--- config.mk ---
export PLATFORM = sky130hd
export DESIGN_NAME = countdown_ctrl_flat
export DESIGN_NICKNAME = d
export VERILOG_FILES = /design/src/rtl/countdown_ctrl_if.sv /design/src/rtl/countdown_ctrl.sv /design/src/flat_wrapper.sv
export SDC_FILE = /design/constraint.sdc
export NUM_CORES = 1
export LEC_CHECK = 0
export CORE_UTILIZATION = 45
export DETAILED_ROUTE_END_ITERATION = 8
export HOLD_SLACK_MARGIN = 0.06
export SYNTH_ARGS = -nofsm -noshare
export SYNTH_HDL_FRONTEND = slang
export SYNTH_SLANG_ARGS = --single-unit
--- constraint.sdc ---
create_clock -name clock -period 3.2 [get_ports clock]
set_clock_uncertainty 0.2 [all_clocks]
set_input_delay 0.64 -clock clock [delete_from_list [all_inputs] [get_ports clock]]
set_output_delay 0.64 -clock clock [all_outputs]
set_load 0.05 [all_outputs]
--- src/rtl/countdown_ctrl_if.sv ---
// Control and display bus for the two-digit countdown controller.
// The master side issues start/pause/load pulses and the BCD preset;
// the slave side returns the current count digits and the status flags.
interface countdown_ctrl_if;
    logic       start;
    logic       pause;
    logic       load;
    logic [3:0] load_h;
    logic [3:0] load_l;
    logic [3:0] TimeH;
    logic [3:0] TimeL;
    logic       running;
    logic       done;

    modport master (
        output start,
        output pause,
        output load,
        output load_h,
        output load_l,
        input  TimeH,
        input  TimeL,
        input  running,
        input  done
    );

    modport slave (
        input  start,
        input  pause,
        input  load,
        input  load_h,
        input  load_l,
        output TimeH,
        output TimeL,
        output running,
        output done
    );
endinterface

--- src/rtl/countdown_ctrl.sv ---
// Two-digit BCD countdown sequencer: owns the count, derives the
// decrement tick from the system clock and runs the
// IDLE/RUN/PAUSED/DONE state machine. All outputs are registered.
module countdown_ctrl #(
    parameter int         TICK_DIV = 50000000,
    parameter logic [3:0] INIT_H   = 4'd6,
    parameter logic [3:0] INIT_L   = 4'd0
) (
    input  logic          clock,
    input  logic          reset,
    countdown_ctrl_if.slave bus
);

    localparam int            PW         = (TICK_DIV > 1) ? $clog2(TICK_DIV) : 1;
    localparam logic [PW-1:0] PRESC_LAST = PW'(TICK_DIV - 1);

    typedef enum logic [1:0] {
        S_IDLE   = 2'd0,
        S_RUN    = 2'd1,
        S_PAUSED = 2'd2,
        S_DONE   = 2'd3
    } state_t;

    // One BCD step down; the low digit borrows from the high digit.
    function automatic logic [7:0] bcd_dec(input logic [3:0] h, input logic [3:0] l);
        logic [7:0] r;
        if (l != 4'd0) begin
            r = {h, l - 4'd1};
        end else begin
            r = {h - 4'd1, 4'd9};
        end
        return r;
    endfunction

    state_t        state_q,    state_d;
    logic [3:0]    time_h_q,   time_h_d;
    logic [3:0]    time_l_q,   time_l_d;
    logic [3:0]    preset_h_q, preset_h_d;
    logic [3:0]    preset_l_q, preset_l_d;
    logic [PW-1:0] presc_q,    presc_d;
    logic          running_q,  running_d;
    logic          done_q,     done_d;

    logic          load_ok;
    logic          count_zero;
    logic          tick;
    logic [7:0]    dec_val;

    // Input qualification and the decremented count candidate.
    always_comb begin
        load_ok    = bus.load && (bus.load_h <= 4'd9) && (bus.load_l <= 4'd9);
        count_zero = (time_h_q == 4'd0) && (time_l_q == 4'd0);
        tick       = (state_q == S_RUN) && (presc_q == PRESC_LAST);
        dec_val    = bcd_dec(time_h_q, time_l_q);
    end

    // Next-state logic; priority within each state is load > pause > start.
    always_comb begin
        state_d    = state_q;
        time_h_d   = time_h_q;
        time_l_d   = time_l_q;
        preset_h_d = preset_h_q;
        preset_l_d = preset_l_q;
        presc_d    = presc_q;

        case (state_q)
            S_IDLE: begin
                if (load_ok) begin
                    time_h_d   = bus.load_h;
                    time_l_d   = bus.load_l;
                    preset_h_d = bus.load_h;
                    preset_l_d = bus.load_l;
                    presc_d    = '0;
                end else if (bus.start && !count_zero) begin
                    state_d = S_RUN;
                    presc_d = '0;
                end
            end
            S_RUN: begin
                // Loads and starts are ignored while counting.
                if (tick) begin
                    presc_d  = '0;
                    time_h_d = dec_val[7:4];
                    time_l_d = dec_val[3:0];
                    if (dec_val == 8'h00) begin
                        state_d = S_DONE;
                    end else if (bus.pause) begin
                        state_d = S_PAUSED;
                    end
                end else begin
                    presc_d = presc_q + PW'(1);
                    if (bus.pause) begin
                        state_d = S_PAUSED;
                    end
                end
            end
            S_PAUSED: begin
                // Prescaler is held here so a resume keeps the partial second.
                if (load_ok) begin
                    time_h_d   = bus.load_h;
                    time_l_d   = bus.load_l;
                    preset_h_d = bus.load_h;
                    preset_l_d = bus.load_l;
                    presc_d    = '0;
                    state_d    = S_IDLE;
                end else if (bus.start) begin
                    state_d = S_RUN;
                end
            end
            S_DONE: begin
                if (load_ok) begin
                    time_h_d   = bus.load_h;
                    time_l_d   = bus.load_l;
                    preset_h_d = bus.load_h;
                    preset_l_d = bus.load_l;
                    presc_d    = '0;
                    state_d    = S_IDLE;
                end else if (bus.start) begin
                    time_h_d = preset_h_q;
                    time_l_d = preset_l_q;
                    state_d  = S_IDLE;
                end
            end
            default: begin
                state_d = S_IDLE;
            end
        endcase

        running_d = (state_d == S_RUN);
        done_d    = (state_d == S_DONE);
    end

    // State, count, preset, prescaler and status flags register together.
    always_ff @(posedge clock) begin
        if (reset) begin
            state_q    <= S_IDLE;
            time_h_q   <= INIT_H;
            time_l_q   <= INIT_L;
            preset_h_q <= INIT_H;
            preset_l_q <= INIT_L;
            presc_q    <= '0;
            running_q  <= 1'b0;
            done_q     <= 1'b0;
        end else begin
            state_q    <= state_d;
            time_h_q   <= time_h_d;
            time_l_q   <= time_l_d;
            preset_h_q <= preset_h_d;
            preset_l_q <= preset_l_d;
            presc_q    <= presc_d;
            running_q  <= running_d;
            done_q     <= done_d;
        end
    end

    assign bus.TimeH   = time_h_q;
    assign bus.TimeL   = time_l_q;
    assign bus.running = running_q;
    assign bus.done    = done_q;

endmodule

--- src/flat_wrapper.sv ---
// flat-port wrapper written by rule: the top's interface ports become plain ports
module countdown_ctrl_flat 
#(
    parameter int         TICK_DIV = 50000000,
    parameter logic [3:0] INIT_H   = 4'd6,
    parameter logic [3:0] INIT_L   = 4'd0
)
  (clock, reset, bus_start, bus_pause, bus_load, bus_load_h, bus_load_l, bus_TimeH, bus_TimeL, bus_running, bus_done);
  countdown_ctrl_if bus_i ();
  input  logic clock;
  input  logic reset;
  input wire logic [$bits(bus_i.start)-1:0] bus_start;
  input wire logic [$bits(bus_i.pause)-1:0] bus_pause;
  input wire logic [$bits(bus_i.load)-1:0] bus_load;
  input wire logic [$bits(bus_i.load_h)-1:0] bus_load_h;
  input wire logic [$bits(bus_i.load_l)-1:0] bus_load_l;
  output wire logic [$bits(bus_i.TimeH)-1:0] bus_TimeH;
  output wire logic [$bits(bus_i.TimeL)-1:0] bus_TimeL;
  output wire logic [$bits(bus_i.running)-1:0] bus_running;
  output wire logic [$bits(bus_i.done)-1:0] bus_done;
  assign bus_i.start = bus_start;
  assign bus_i.pause = bus_pause;
  assign bus_i.load = bus_load;
  assign bus_i.load_h = bus_load_h;
  assign bus_i.load_l = bus_load_l;
  assign bus_TimeH = bus_i.TimeH;
  assign bus_TimeL = bus_i.TimeL;
  assign bus_running = bus_i.running;
  assign bus_done = bus_i.done;
  countdown_ctrl #(.TICK_DIV(TICK_DIV), .INIT_H(INIT_H), .INIT_L(INIT_L)) u_core (.clock(clock), .reset(reset), .bus(bus_i));
endmodule
==> results.txt <==
run metrics: Max Fanout on Critical Path=15, Period minus WS final=2.73 ns, Initial Util=46.5%, status=finished, final reports clean, Tightest Pin Transition=slightly below 0.7 ns, layout cells sized above 1=approximately a tenth, fin area=3160 um^2, Vias/cell=6.22, setup TNS=0 ns, Syn Std Cell Area=2740 um^2, maximum VDD drop=0.262 mV, fin cells=436, die area=6400 um^2, Reg area=921 um^2, Die Wd=80.0 um, final period utilization=85.3%, Peak Freq=~0.37 GHz, Comb area=1680 um^2, count leader, synth=dfxtp_1, Chip Area, Yosys=roughly 2700 um^2, Gate power share=21.5%, clock slew seen by the registers of the worst setup and hold paths=around 0.09 ns, post-synth cell types=65, DRT antenna net count=0, sequential element share of the synthesized area=about 34%, Num CTS Buffers=5, sequential power share=a little under half, CP Launch Type=input port, critical path cell sequence=clkdlybuf4s50_1 -> o21a_1 -> nor3_2 -> buf_4 -> nor4_4 -> nor2_2 -> nor2_1, worst slack at placement=0.148 ns, Net Count, Synth=352, H-tree lvl count=2, Synth Area per Inst=between 8 and 9 um^2, most common library cells after synthesis=dfxtp_1 (46), a21oi_1 (28), nand2_1 (28), Die Height=about 80 um, critical path class=input port to flop, Pwr per Cell Area=roughly 430 nW/um^2
[path summary, 6_finish.rpt]
path                                           start              endpoint  slack [ns]
worst max-delay path                   bus_load_l[1]     u_core.presc_q[3]        0.47
worst min-delay path            u_core.preset_l_q[0]  u_core.preset_l_q[0]        0.26
worst min register to register  u_core.preset_l_q[0]  u_core.preset_l_q[0]        0.26
worst max register to register   u_core.bus.TimeL[0]    u_core.presc_q[14]        0.55
[registers in the layout, indices dropped and copies added, names as in the netlist]
| register | cells |
|---|---|
| u_core.bus.running | 1 |
| u_core.bus.TimeL | 4 |
| u_core.preset_h_q | 4 |
| u_core.bus.TimeH | 4 |
| u_core.preset_l_q | 4 |
| u_core.state_q | 2 |
| u_core.bus.done | 1 |
| u_core.presc_q | 26 |
[cells in the final DEF (no fill, tap or decap), types with 5 or more instances in the layout]
cell and instances:
o31ai_1 12, inv_1 13, a21oi_1 28, clkbuf_8 5, nor4_1 9, buf_4 12, or4_1 7, clkdlybuf4s50_1 22
xor2_1 6, nand3_1 24, or3_1 5, nand2_1 28, nor2_1 24, o311ai_0 5, o21ai_0 14, dfxtp_1 46
nor3_1 6, nand4_1 8
[tightest hold or removal path, delay by kind of cell (launching register included)]
family,cells,cell delay (ns)
AOI/OAI and AO/OA,1,0.05
and+or+nand+nor,1,0.05
DFF,1,0.32
[layout make-up]
type | count | share of cell area [%]
Clock buffer | 6 | 2.30
Clock inverter | 2 | 1.19
Inverter | 13 | 1.54
Multi-Input combinational cell | 260 | 53.0
Sequential cell | 46 | 29.1
Tap cell | 75 | 2.97
Timing Repair Buffer | 34 | 9.82
[power by group through the flow]
stage | combinational [mW] | clock, mW | sequential [mW]
final | 0.291 | 0.439 | 0.620
after floorplan | 0.160 | 0 | 0.662
after detailed placement | 0.287 | 0 | 0.633
after global placement | 0.288 | 0 | 0.633
after CTS | 0.289 | 0.457 | 0.620
after global routing | 0.313 | 0.472 | 0.625
[routing by layer]
metal  vias to the layer above  track usage, %  routed length, um
met5                         -               0                  0
met4                         0            11.1                 98
met3                        10            4.11                232
met2                        57            44.9               3900
met1                      1302            29.0               3410
li1                       1341               -                  -
[cell families (layout without fill, tap and decap cells)]
family	Yosys count	after routing	share of synthesized area, %
buffers and inverters	31	55	5.16
multiplexers	2	2	0.777
AND-OR/OR-AND	106	106	27.7
AND/OR/NAND/NOR	140	140	28.7
flip-flops	46	46	33.6
XOR/XNOR	10	10	3.20
adder cells (fa/ha/maj)	2	2	0.914
placement.png
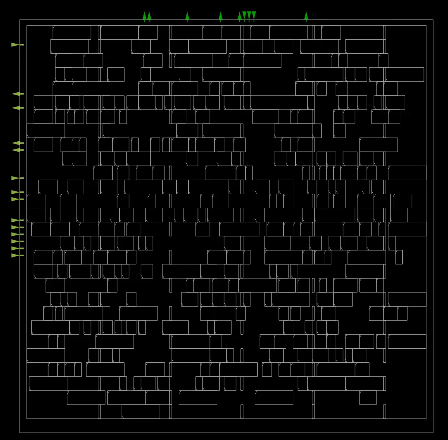
Filler cells: 584
core region area: 5890 um^2
Seq cells: 46
Rows: 28

layer_met3.png
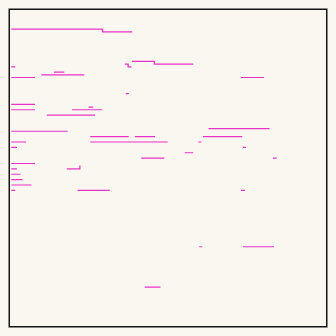
share of all routed wire = 3.0%
wire length on this layer = 232 um
longest straight run = 23.0 um
main direction = horizontal
nets with wire on the layer = 32
grt met3 use: 4.11%
vias: 2710
Routed WL: 7.64 mm

clk_routes.png
Bar = 20 um.
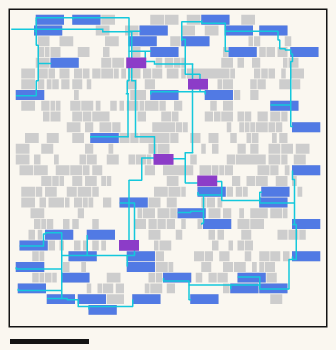
cyan -> clock wires  # length 627 um
purple -> clock drivers  # count 5
blue -> flip-flops  # count 46
routed clock nets = 6

Power is estimated from default activity; no workload was simulated.
